[config.mk]
export PLATFORM = sky130hd
export DESIGN_NAME = regfile_port_arbiter
export DESIGN_NICKNAME = d
export VERILOG_FILES = /design/src/rtl/regfile_pkg.sv /design/src/rtl/rr_pick.sv /design/src/rtl/regfile_port_arbiter.sv
export SDC_FILE = /design/constraint.sdc
export NUM_CORES = 1
export LEC_CHECK = 0
export ABC_AREA = 1
export ABC_CLOCK_PERIOD_IN_PS = 5300
export CAP_MARGIN = 20
export CORE_AREA = 5 5 80 82
export DETAILED_ROUTE_END_ITERATION = 10
export DIE_AREA = 0 0 85 87
export HOLD_SLACK_MARGIN = 0.15
export PLACE_DENSITY = 0.88
export SLEW_MARGIN = 10
export SYNTH_ARGS = -nofsm -noshare
export SYNTH_HDL_FRONTEND = slang
export SYNTH_SLANG_ARGS = --single-unit
export TNS_END_PERCENT = 10
[constraint.sdc]
create_clock -name clk -period 5.3 [get_ports clk]
set_input_delay 1.325 -clock clk [delete_from_list [all_inputs] [get_ports clk]]
set_output_delay 1.325 -clock clk [all_outputs]
set_load 0.1 [all_outputs]
[src/rtl/regfile_pkg.sv]
// Shared definitions for the stack-machine register file: address map,
// address decode helper and the port arbiter state encoding.
package regfile_pkg;

   localparam logic [3:0] RA_ADDR = 4'd0;
   localparam logic [3:0] IN_ADDR = 4'd1;
   localparam logic [3:0] DR_ADDR = 4'd2;
   localparam logic [3:0] SP_ADDR = 4'd3;
   localparam logic [3:0] ST_ADDR = 4'd5;
   localparam logic [3:0] CS_ADDR = 4'd6;
   localparam logic [3:0] EC_ADDR = 4'd7;
   localparam logic [3:0] CF_ADDR = 4'd8;
   localparam logic [3:0] CV_ADDR = 4'd9;
   localparam logic [3:0] OP_ADDR = 4'd10;

   localparam logic [1:0] ST_IDLE  = 2'd0;
   localparam logic [1:0] ST_ISSUE = 2'd1;
   localparam logic [1:0] ST_RWAIT = 2'd2;
   localparam logic [1:0] ST_ERR   = 2'd3;

   function automatic logic addr_mapped(input logic [3:0] addr);
      logic hit;
      case (addr)
         RA_ADDR, IN_ADDR, DR_ADDR, SP_ADDR, ST_ADDR,
         CS_ADDR, EC_ADDR, CF_ADDR, CV_ADDR, OP_ADDR: hit = 1'b1;
         default:                                     hit = 1'b0;
      endcase
      return hit;
   endfunction

endpackage

[src/rtl/rr_pick.sv]
// Round-robin picker: first set request bit at or above ptr, wrapping at NREQ.
module rr_pick #(
   parameter int NREQ = 3,
   parameter int IW   = 2
) (
   input  logic [NREQ-1:0] req,
   input  logic [IW-1:0]   ptr,
   output logic [NREQ-1:0] grant,
   output logic [IW-1:0]   idx,
   output logic            any
);

   logic [IW:0]   sum;
   logic [IW-1:0] pos;

   // Scan from the farthest offset down so the nearest set bit wins last.
   always_comb begin
      idx = '0;
      any = 1'b0;
      sum = '0;
      pos = '0;
      for (int k = NREQ - 1; k >= 0; k--) begin
         sum = {1'b0, ptr} + (IW+1)'(k);
         if (sum >= (IW+1)'(NREQ)) begin
            sum = sum - (IW+1)'(NREQ);
         end
         pos = sum[IW-1:0];
         if (req[pos]) begin
            idx = pos;
            any = 1'b1;
         end
      end
   end

   generate
      for (genvar gi = 0; gi < NREQ; gi++) begin : g_grant
         assign grant[gi] = any && (idx == IW'(gi));
      end
   endgenerate

endmodule

[src/rtl/regfile_port_arbiter.sv]
// Round-robin arbiter sharing the register file's single port among NREQ
// requesters; waits out the registered read and flags unmapped addresses.
module regfile_port_arbiter
   import regfile_pkg::*;
#(
   parameter int NREQ = 3,
   parameter int AW   = 4,
   parameter int DW   = 16
) (
   input  logic              clk,
   input  logic              reset,
   input  logic [NREQ-1:0]   req,
   input  logic [NREQ-1:0]   req_we,
   input  logic [NREQ*AW-1:0] req_addr,
   input  logic [NREQ*DW-1:0] req_wdata,
   output logic [NREQ-1:0]   gnt,
   output logic [NREQ-1:0]   rvalid,
   output logic [DW-1:0]     rdata,
   output logic [NREQ-1:0]   err,
   output logic [AW-1:0]     rf_addr,
   output logic [DW-1:0]     rf_din,
   output logic              rf_we,
   input  logic [DW-1:0]     rf_dout
);

   localparam int IW = $clog2(NREQ);

   logic [1:0]      state_reg;
   logic [IW-1:0]   ptr_reg;
   logic [IW-1:0]   cap_idx_reg;
   logic            cap_we_reg;
   logic [NREQ-1:0] gnt_reg;
   logic [NREQ-1:0] rvalid_reg;
   logic [NREQ-1:0] err_reg;
   logic [AW-1:0]   rf_addr_reg;
   logic [DW-1:0]   rf_din_reg;
   logic            rf_we_reg;

   logic [NREQ-1:0] win_onehot;
   logic [IW-1:0]   win_idx;
   logic            win_any;
   logic [AW-1:0]   win_addr;
   logic            win_mapped;
   logic [NREQ-1:0] cap_onehot;
   logic [IW-1:0]   ptr_next;

   rr_pick #(.NREQ(NREQ), .IW(IW)) u_pick (
      .req   (req),
      .ptr   (ptr_reg),
      .grant (win_onehot),
      .idx   (win_idx),
      .any   (win_any)
   );

   assign win_addr   = req_addr[win_idx*AW +: AW];
   // Address bits above the 4-bit map are never mapped.
   assign win_mapped = addr_mapped(win_addr[3:0]) && ((win_addr >> 4) == '0);
   assign ptr_next   = (cap_idx_reg == IW'(NREQ - 1)) ? '0 : cap_idx_reg + 1'b1;

   generate
      for (genvar gi = 0; gi < NREQ; gi++) begin : g_cap_onehot
         assign cap_onehot[gi] = (cap_idx_reg == IW'(gi));
      end
   endgenerate

   // Strobes are registered on the edge that enters the state they belong to.
   always_ff @(posedge clk or negedge reset) begin
      if (!reset) begin
         state_reg   <= ST_IDLE;
         ptr_reg     <= '0;
         cap_idx_reg <= '0;
         cap_we_reg  <= 1'b0;
         gnt_reg     <= '0;
         rvalid_reg  <= '0;
         err_reg     <= '0;
         rf_addr_reg <= '0;
         rf_din_reg  <= '0;
         rf_we_reg   <= 1'b0;
      end else begin
         gnt_reg    <= '0;
         rvalid_reg <= '0;
         err_reg    <= '0;
         rf_we_reg  <= 1'b0;
         case (state_reg)
            ST_IDLE: begin
               if (win_any) begin
                  cap_idx_reg <= win_idx;
                  cap_we_reg  <= req_we[win_idx];
                  if (win_mapped) begin
                     state_reg   <= ST_ISSUE;
                     gnt_reg     <= win_onehot;
                     rf_addr_reg <= win_addr;
                     rf_din_reg  <= req_wdata[win_idx*DW +: DW];
                     rf_we_reg   <= req_we[win_idx];
                  end else begin
                     state_reg <= ST_ERR;
                     err_reg   <= win_onehot;
                  end
               end
            end
            ST_ISSUE: begin
               ptr_reg <= ptr_next;
               if (cap_we_reg) begin
                  state_reg <= ST_IDLE;
               end else begin
                  state_reg  <= ST_RWAIT;
                  rvalid_reg <= cap_onehot;
               end
            end
            ST_RWAIT: begin
               state_reg <= ST_IDLE;
            end
            default: begin
               ptr_reg   <= ptr_next;
               state_reg <= ST_IDLE;
            end
         endcase
      end
   end

   assign gnt     = gnt_reg;
   assign rvalid  = rvalid_reg;
   assign err     = err_reg;
   assign rf_addr = rf_addr_reg;
   assign rf_din  = rf_din_reg;
   assign rf_we   = rf_we_reg;
   assign rdata   = (state_reg == ST_ERR) ? '0 : rf_dout;

endmodule

==> run_1/m1.png <==
Supply wires on this layer in grey.
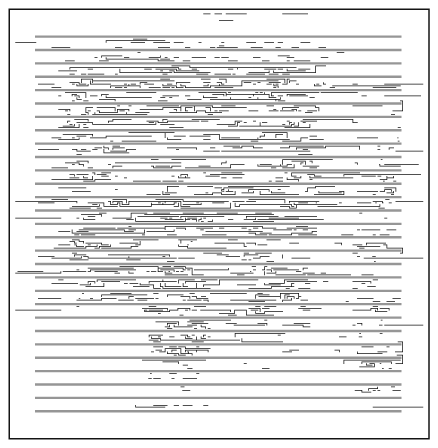
longest straight run: 26.2 um
wire length on this layer: 2720 um
main direction: horizontal
nets with wire on the layer: 453
share of all routed wire: 39%

==> run_1/m2.png <==
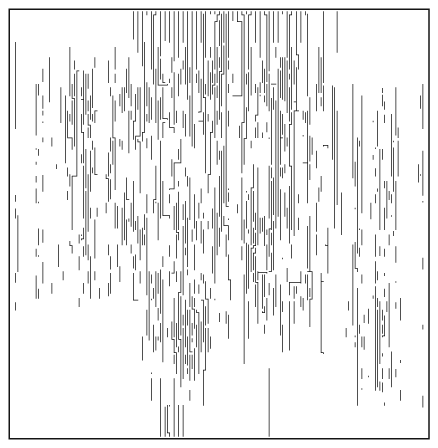
main direction: vertical
share of all routed wire: 48%
wire length on this layer: 3360 um
nets with wire on the layer: 428
longest straight run: 39.1 um

==> datasheet_impl.txt, run 1 <==
Implementation parameters

Parameter                              Value

STA
  Worst hold margin    0.479 ns
  Maximum clock skew at final layout    0.00396 ns
  Setup repair after global routing missed its margin    no
  Max-Slew Margin vs Limit    31.9%
  Worst Tran Pin Value    1.02 ns

Critical path
  Maximum single-stage delay on the critical path    0.50 ns
  Worst R2R Path Depth    19
  Terminus of the critical flop-to-flop path    rf_din[7]
  Setup CP Type    input pin to flop
  Ordered list of cells on the worst path    clkdlybuf4s50_1, inv_1, nand2_1, o21ai_1, or2_4, nand2_1, nand2_2, nand2_4, inv_2, nand2_1, nand3_1, nand2_1, o21ai_4, nand2_4, nand2_4, nand2_1, nand2_1
  Critical Path Fanout Max    25
  Register-to-register path setup slack    2.25 ns

Floorplanning
  Die Width    85 um
  Chip area    7400 um^2
  Initial standard-cell utilization of the core    40.4%
  I/O pins    130

CTS
  Clock latency of the later-clocked register in the worst-skew pair    0.29 ns
  CTS tree    done
  Maximum level of the CTS H-tree    2
  Total of hold buffers inserted after clock tree synthesis    0
  Clk slew on worst S/H paths    0.07 ns

Cells and area
  Post-layout instance area    3660 um^2
  Max FFs per register    16

Drt
  Total wire length    7.02 mm
  Routed vias/inst    4.88
  Drt wl/cell    13.4 um

Place
  Instance area at placement    3540 um^2
  Port buffer count    129

Global route
  Total routing resource utilization after global routing    17.9%
  Largest net degree at the start of global routing    38
  Global-route wire length before repair    10.9 mm
  Antenna violations before repair    0

Logic synthesis
  Post-synthesis cell count from yosys    327
  Mapped Avg Cell Area    7.01 um^2

Outcome
  Outcome    complete, no violations

Run
  Reported max-cap violation count    0
==> run_1/m3.png <==
Bar = 20 um.
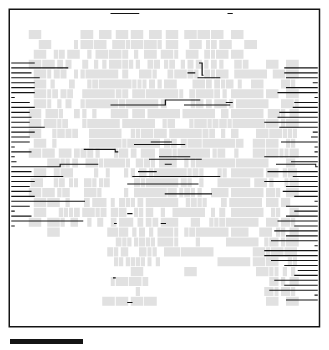
share of all routed wire: 11%
longest straight run: 23.9 um
wire length on this layer: 799 um

run 1: how the worst max path moves through the flow:
stage	start	end	depth (start not counted)
floorplan	rf_dout[0]	rdata[0]	2
global placement	req[1]	rf_din[1]	17
detailed placement	req[1]	rf_din[7]	17
CTS	req[1]	rf_din[7]	17
global route	req[2]	rf_din[0]	17
finish	req[1]	rf_din[7]	17
run 1: cell families (layout without fill, tap and decap cells):
logic type / after synthesis / in the layout / synth area share (%)
AOI/OAI and AO/OA: 48 / 48 / 11.3
adders and majority gates: 3 / 3 / 1.64
buffers and inverters: 52 / 175 / 10.1
DFF: 37 / 37 / 40.4
and+or+nand+nor: 187 / 187 / 36.5
run 1: routing by layer:
layer	track usage, %	share of wire (%)	up-vias
met1	20.2	39	1168
met3	5.39	11	12
met2	32.3	48	118
met4	5.90	2.0	0
met5	0	0	-
li1	-	-	1264
run 1: cells in the mapped netlist:
master | count | area [um^2]
ha_1 | 3 | 37.5
buf_2 | 2 | 10.0
o21a_1 | 1 | 7.51
nor2_2 | 1 | 6.26
nand2_1 | 85 | 319
clkbuf_1 | 6 | 22.5
nand3_2 | 1 | 10.0
a21oi_1 | 3 | 15.0
buf_1 | 1 | 3.75
or2_4 | 1 | 8.76
o21ai_4 | 1 | 16.3
o21ai_0 | 37 | 185
o31ai_1 | 1 | 7.51
inv_1 | 33 | 124
buf_4 | 2 | 15.0
a31oi_1 | 2 | 12.5
nand2_4 | 4 | 45.0
nand2_2 | 17 | 106
inv_2 | 4 | 15.0
nor2_1 | 41 | 154
buf_8 | 1 | 15.0
buf_6 | 2 | 22.5
nor3_1 | 3 | 15.0
clkinv_1 | 1 | 3.75
o21ai_1 | 3 | 15.0
nand3_1 | 33 | 165
nand3b_1 | 1 | 7.51
dfrtp_1 | 37 | 926
run 1: worst max-delay path: cells and delay by family:
kind,cells,cell delay (ns)
buffers and inverters,3,0.75
AOI/OAI and AO/OA,2,0.17
and+or+nand+nor,12,1.67
run 1: per-stage QoR:
step	instances	worst slack, ns
final	525	1.55
after detailed placement	517	1.28
after global placement	517	1.41
after global routing	525	1.28
after CTS	525	1.59
after floorplan	327	1.37
run 1: final cells by class:
cell class / count / area, um^2
fill: 486 / 2010
timing repair buffer: 129 / 1250
multi-input combinational: 238 / 1130
sequential: 37 / 926
inverter: 38 / 143
tap: 75 / 93.8
clock buffer: 6 / 82.6
clock inverter: 2 / 37.5
==> run_1/gates.png <==
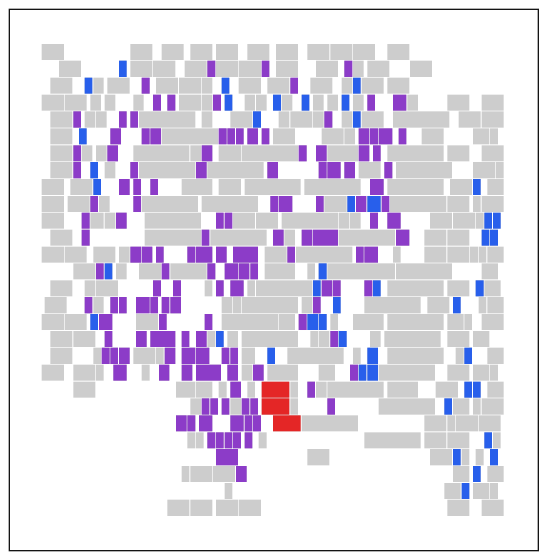

## Run 2: what changed since run 1
--- a/config.mk
+++ b/config.mk
@@ -6,13 +6,13 @@
 export NUM_CORES = 1
 export LEC_CHECK = 0
 export ABC_AREA = 1
-export ABC_CLOCK_PERIOD_IN_PS = 5300
+export ABC_CLOCK_PERIOD_IN_PS = 3100
 export CAP_MARGIN = 20
-export CORE_AREA = 5 5 80 82
+export CORE_AREA = 5 5 87 89
 export DETAILED_ROUTE_END_ITERATION = 10
-export DIE_AREA = 0 0 85 87
+export DIE_AREA = 0 0 92 94
 export HOLD_SLACK_MARGIN = 0.15
-export PLACE_DENSITY = 0.88
+export PLACE_DENSITY = 0.78
 export SLEW_MARGIN = 10
 export SYNTH_ARGS = -nofsm -noshare
 export SYNTH_HDL_FRONTEND = slang
==> constraint.sdc (replaced) <==
create_clock -name clk -period 3.1 [get_ports clk]
set_input_delay 0.775 -clock clk [delete_from_list [all_inputs] [get_ports clk]]
set_output_delay 0.775 -clock clk [all_outputs]
set_load 0.1 [all_outputs]
==> run_2/gates.png <==
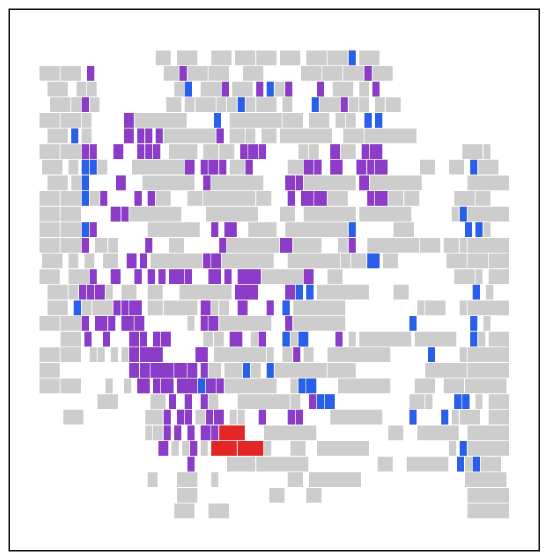
[nor cells] blue | cells: 45 | most used: nor2_1
[fa/ha/maj cells] red | cells: 3 | most used: ha_1
[nand cells] purple | cells: 141 | most used: nand2_1

==> datasheet_impl.txt, run 2 <==
Implementation parameters

Parameter                              Value

Floorplanning
  Die Width    92 um
  I/O pins    130
  Chip area    8650 um^2
  Initial standard-cell utilization of the core    34.3%

Outcome
  Outcome    complete, no violations

Cells and area
  Post-layout instance area    3880 um^2
  Max FFs per register    16
  Count of placed standard cells in the final layout, fillers left out    537

STA
  Setup repair after global routing missed its margin    no
  Worst Tran Pin Value    0.814 ns
  Max-Slew Margin vs Limit    45.8%
  Maximum clock skew at final layout    0.00757 ns

Run
  Reported max-cap violation count    0

Logic synthesis
  Top post-synthesis cells by count    85 x nand2_1, 41 x nor2_1, 37 x dfrtp_1, 37 x o21ai_0
  Mapped Avg Cell Area    7.01 um^2
  Dominant cell by count in the synthesized netlist    nand2_1
  Area share of the largest cell type after synthesis    40.4%
  Count of flip-flops with a built-in enable after synthesis    0

CTS
  Clock latency of the later-clocked register in the worst-skew pair    0.30 ns
  CTS tree    done
  Clk slew on worst S/H paths    0.08 ns
  Total of hold buffers inserted after clock tree synthesis    0

Critical path
  Maximum single-stage delay on the critical path    0.50 ns
  Origin of the worst setup path    req[1]
  Critical Path Fanout Max    21

Place
  Instance area at placement    3740 um^2
  Cell Count Post-Placement    529

Drt
  Drt wl/cell    13.5 um
  Total wire length    7.24 mm
==> run 2: cell counts after synthesis <==
Identical to the previous run, type by type.
==> run 2: logic make-up (layout without fill, tap and decap cells) <==
group / after synthesis / in the layout / share of synthesized area (%)
buffers and inverters: 52 / 182 / 10.1
AOI/OAI and AO/OA: 48 / 48 / 11.3
adders and majority gates: 3 / 3 / 1.64
and+or+nand+nor: 187 / 187 / 36.5
DFF: 37 / 37 / 40.4
==> run 2: routing by layer <==
metal | vias to the layer above | global-route usage, % | part of all wire (%)
li1 | 1286 | - | -
met1 | 1154 | 19.9 | 42
met2 | 117 | 29.4 | 49
met3 | 11 | 4.89 | 7.6
met4 | 0 | 5.94 | 1.4
met5 | - | 0 | 0
==> run 2: final cells by class <==
class / count / area, um^2
clock buffer: 5 / 68.8
clock inverter: 3 / 68.8
fill: 590 / 2810
inverter: 38 / 143
multi-input combinational: 238 / 1130
sequential: 37 / 926
tap: 80 / 100
timing repair buffer: 136 / 1440
==> run 2: path summary, 6_finish.rpt <==
kind                         endpoint  slack [ns]
max                         rf_din[2]        0.35
min                         rvalid[0]        0.48
max reg2reg                 rf_din[2]        0.53
min reg2reg                 rvalid[0]        0.48
max in group asynchronous       rf_we        2.02
min in group asynchronous  rf_addr[3]        0.57
==> run 2: critical path: cells and delay by family <==
| family | cells | cell delay, ns |
|---|---|---|
| buffers and inverters | 2 | 0.55 |
| AOI/OAI and AO/OA | 2 | 0.27 |
| and+or+nand+nor | 12 | 1.36 |
==> run 2: stage by stage <==
stage          utilization [%]  setup slack, ns
4_1_cts                   58.0            0.348
3_5_place_dp              56.0           0.0377
3_3_place_gp              56.0            0.119
2_1_floorplan                -            0.272
5_1_grt                   58.0            0.127
6_report                  58.0            0.352
==> run_2/m2.png <==
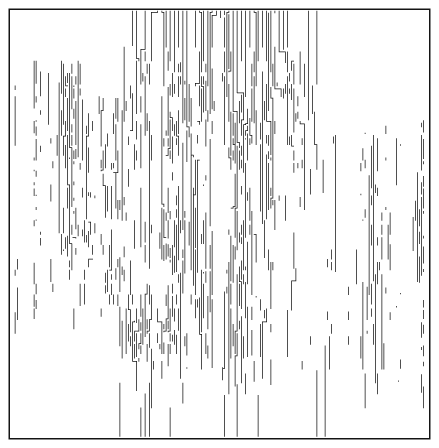

## Run 3: what changed since run 2
--- a/config.mk
+++ b/config.mk
@@ -9,6 +9,7 @@
 export ABC_CLOCK_PERIOD_IN_PS = 3100
 export CAP_MARGIN = 20
 export CORE_AREA = 5 5 87 89
+export CTS_BUF_LIST = sky130_fd_sc_hd__clkbuf_16
 export DETAILED_ROUTE_END_ITERATION = 10
 export DIE_AREA = 0 0 92 94
 export HOLD_SLACK_MARGIN = 0.15
==> run_3/m2.png <==
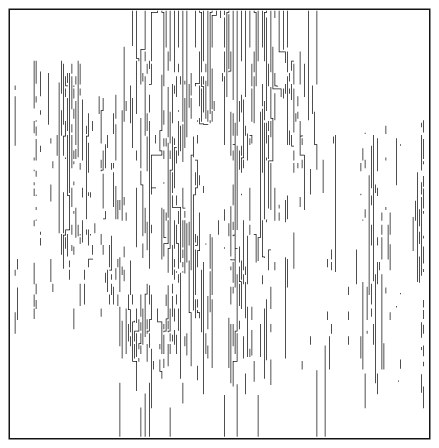
main direction: vertical
longest straight run: 36.0 um
wire length on this layer: 3480 um
share of all routed wire: 48%
nets with wire on the layer: 436

==> datasheet_impl.txt, run 3 <==
Implementation parameters

Parameter                              Value

Logic synthesis
  Leading area contributor after synthesis    dfrtp_1
  Count of flip-flops with a built-in enable after synthesis    0
  Mapped Avg Cell Area    7.01 um^2
  Dominant cell by count in the synthesized netlist    nand2_1

Place
  Port buffer count    129
  Dpl ws    0.0377 ns

Floorplanning
  I/O pins    130
  Initial standard-cell utilization of the core    34.3%
  Die Width    92 um
  Chip area    8650 um^2

CTS
  Maximum level of the CTS H-tree    2
  Clk slew on worst S/H paths    0.06 ns

STA
  Smallest setup slack after layout    0.328 ns
  Max-Slew Margin vs Limit    46.2%
  Setup repair after global routing missed its margin    no
  Maximum clock skew at final layout    0.00442 ns

Hold path
  Worst hold endpoint    rvalid[0]

Critical path
  Worst R2R Path Depth    19
  Ordered list of cells on the worst path    clkdlybuf4s50_1, inv_1, nand2_1, o21ai_1, or2_4, nand2_1, nand2_2, nand2_4, nand2_1, nand3_1, nand2_2, o21ai_4, nand2_4, nand2_4, nand2_1, nand2_1
  Maximum single-stage delay on the critical path    0.50 ns
  Setup CP Type    input pin to flop
  Register-to-register path setup slack    0.53 ns
  CP Depth    16

Outcome
  Outcome    complete, no violations

Drt
  Drt wl/cell    13.5 um
  Total wire length    7.23 mm

Global route
  Total routing resource utilization after global routing    16.8%
  Largest net degree at the start of global routing    38

Cells and area
  Post-layout instance area    3930 um^2
==> run 3: layer usage <==
metal	track usage [%]	vias to the layer above	wire, um
li1	-	1284	-
met2	28.9	104	3480
met3	4.97	14	533
met1	20.1	1142	3090
met5	0	-	0
met4	5.32	0	125
==> run 3: metrics by stage <==
stage / instances / utilization (%)
2_1_floorplan: 327 / -
3_3_place_gp: 529 / 56.0
3_5_place_dp: 529 / 56.0
4_1_cts: 537 / 58.9
5_1_grt: 537 / 58.9
6_report: 537 / 58.9
==> run 3: worst max path at each step <==
stage,from,end,slack (ns)
after global placement,req[1],rf_din[4],0.12
final,req[1],rf_din[2],0.33
after CTS,req[1],rf_din[2],0.32
after floorplan,rf_dout[0],rdata[0],0.27
after detailed placement,req[1],rf_din[2],0.04
after global routing,req[1],rf_din[8],0.1
==> run 3: kinds of logic (layout without fill, tap and decap cells) <==
family / Yosys count / in the layout / share of synthesized area, %
buffers and inverters: 52 / 182 / 10.1
AND/OR/NAND/NOR: 187 / 187 / 36.5
adder cells (fa/ha/maj): 3 / 3 / 1.64
flip-flops: 37 / 37 / 40.4
AND-OR/OR-AND: 48 / 48 / 11.3
==> run 3: cell type report <==
cell class,count,area [um^2]
Clock buffer,5,125
Tap cell,80,100
Multi-Input combinational cell,238,1130
Fill cell,577,2750
Clock inverter,3,68.8
Timing Repair Buffer,136,1440
Sequential cell,37,926
Inverter,38,143
